Design bit_serial_alu_ctrl, sky130hd; sources not shown.
### Sequential cells coloured by netlist name

Scale bar: 50 um. Other sequential cells in the stronger grey, the rest of the logic in the fainter grey.
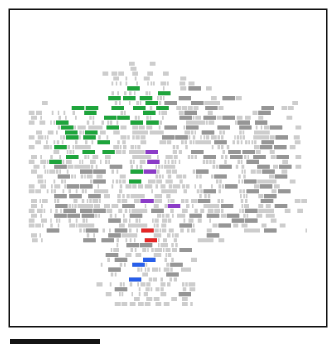
- `cnt_reg`: purple (flops 5; where middle)
- `func_reg`: blue (flops 3)
- `state_reg`: red (flops 2)
- `a_reg`: green (flops 32)
- not coloured: 101
sequential power: 1050 uW
Final Util: 33.8%

### Logic cells by family

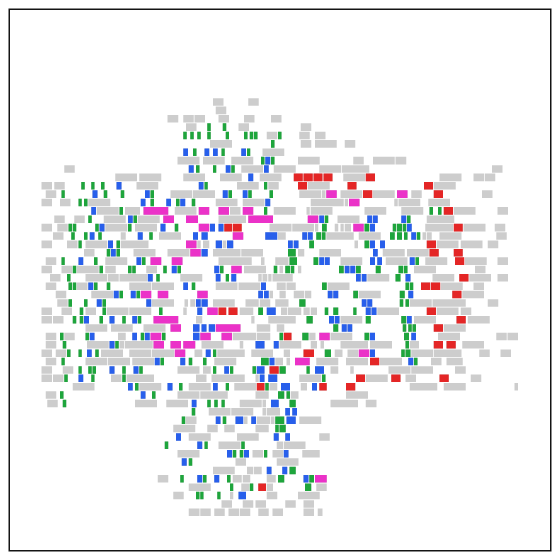
- nand cells: green (cells 210; most used nand2_1)
- aoi and oai cells: blue (cells 149; most used a21oi_1)
- non-inverting ao/oa cells: red (cells 40; most used a22o_1)
- mux cells: magenta (cells 37; most used mux2i_1)
Comb/total area: 36.3%
Non-Filler Instances: 1121
most instantiated logic cell after routing: nand2_1

==> run_results.csv <==
group,metric,value,unit
power,p_seq_share,42.8,%
die,fp.dieW,175,um
clock_tree,tritoncts,"done",
detailed_routing,drt-pass1-iter-count,5,
detailed_routing,ant_nets,0,
synth,synth_flops,143,
setup_path,max_stage_delay,0.63,ns
die,fp.dieH,175,um
status,outcome,"complete, no violations",
setup_path,path_cells,"or3b_2, o22ai_1, a21oi_1, a21oi_1, o21a_1, clkdlybuf4s50_1",
grt,grt_pass1_vias,5036,
synth,yosysWarnings,0,
synth,synthSimpleGateAreaFrac,19.7,%
timing,setup_tns,0,ns
setup_path,cp_top_family,"flip-flops",
synth,synth_seq_share,47.4,%
final_layout,regArea,0.00286,sq mm
clock_tree,root_buffer,"clkbuf_16",
final_layout,largestClassByArea,"logic gates",
final_layout,fin_nets,873,
final_layout,final_cell_mix,"168 x nand2_1, 142 x dfxtp_1, 114 x clkdlybuf4s50_1",
synth,syn_nets,789,
power,power_leader,"clock",
final_layout,fillers,2496,
synth,most_common_cell,"nand2_1",
timing,fmax,251,MHz
timing,max_slew_margin,25.8,%
grt,use_met2,17.4,%
run,warning_count,32,
clock_tree,clk_pin_slew,0.06,ns
detailed_routing,drc,0,
min_path,hold_path_depth,2,
clock_tree,clk_latency,0.43,ns
final_layout,seq_share,35.8,%
setup_path,cp.depth,6,
final_layout,inverters_excl_clock,6,
timing,finalCriticalPeriod,3.99,ns
die,nWellTaps,319,
No activity file was given, so power comes from the tool's default toggle rates.
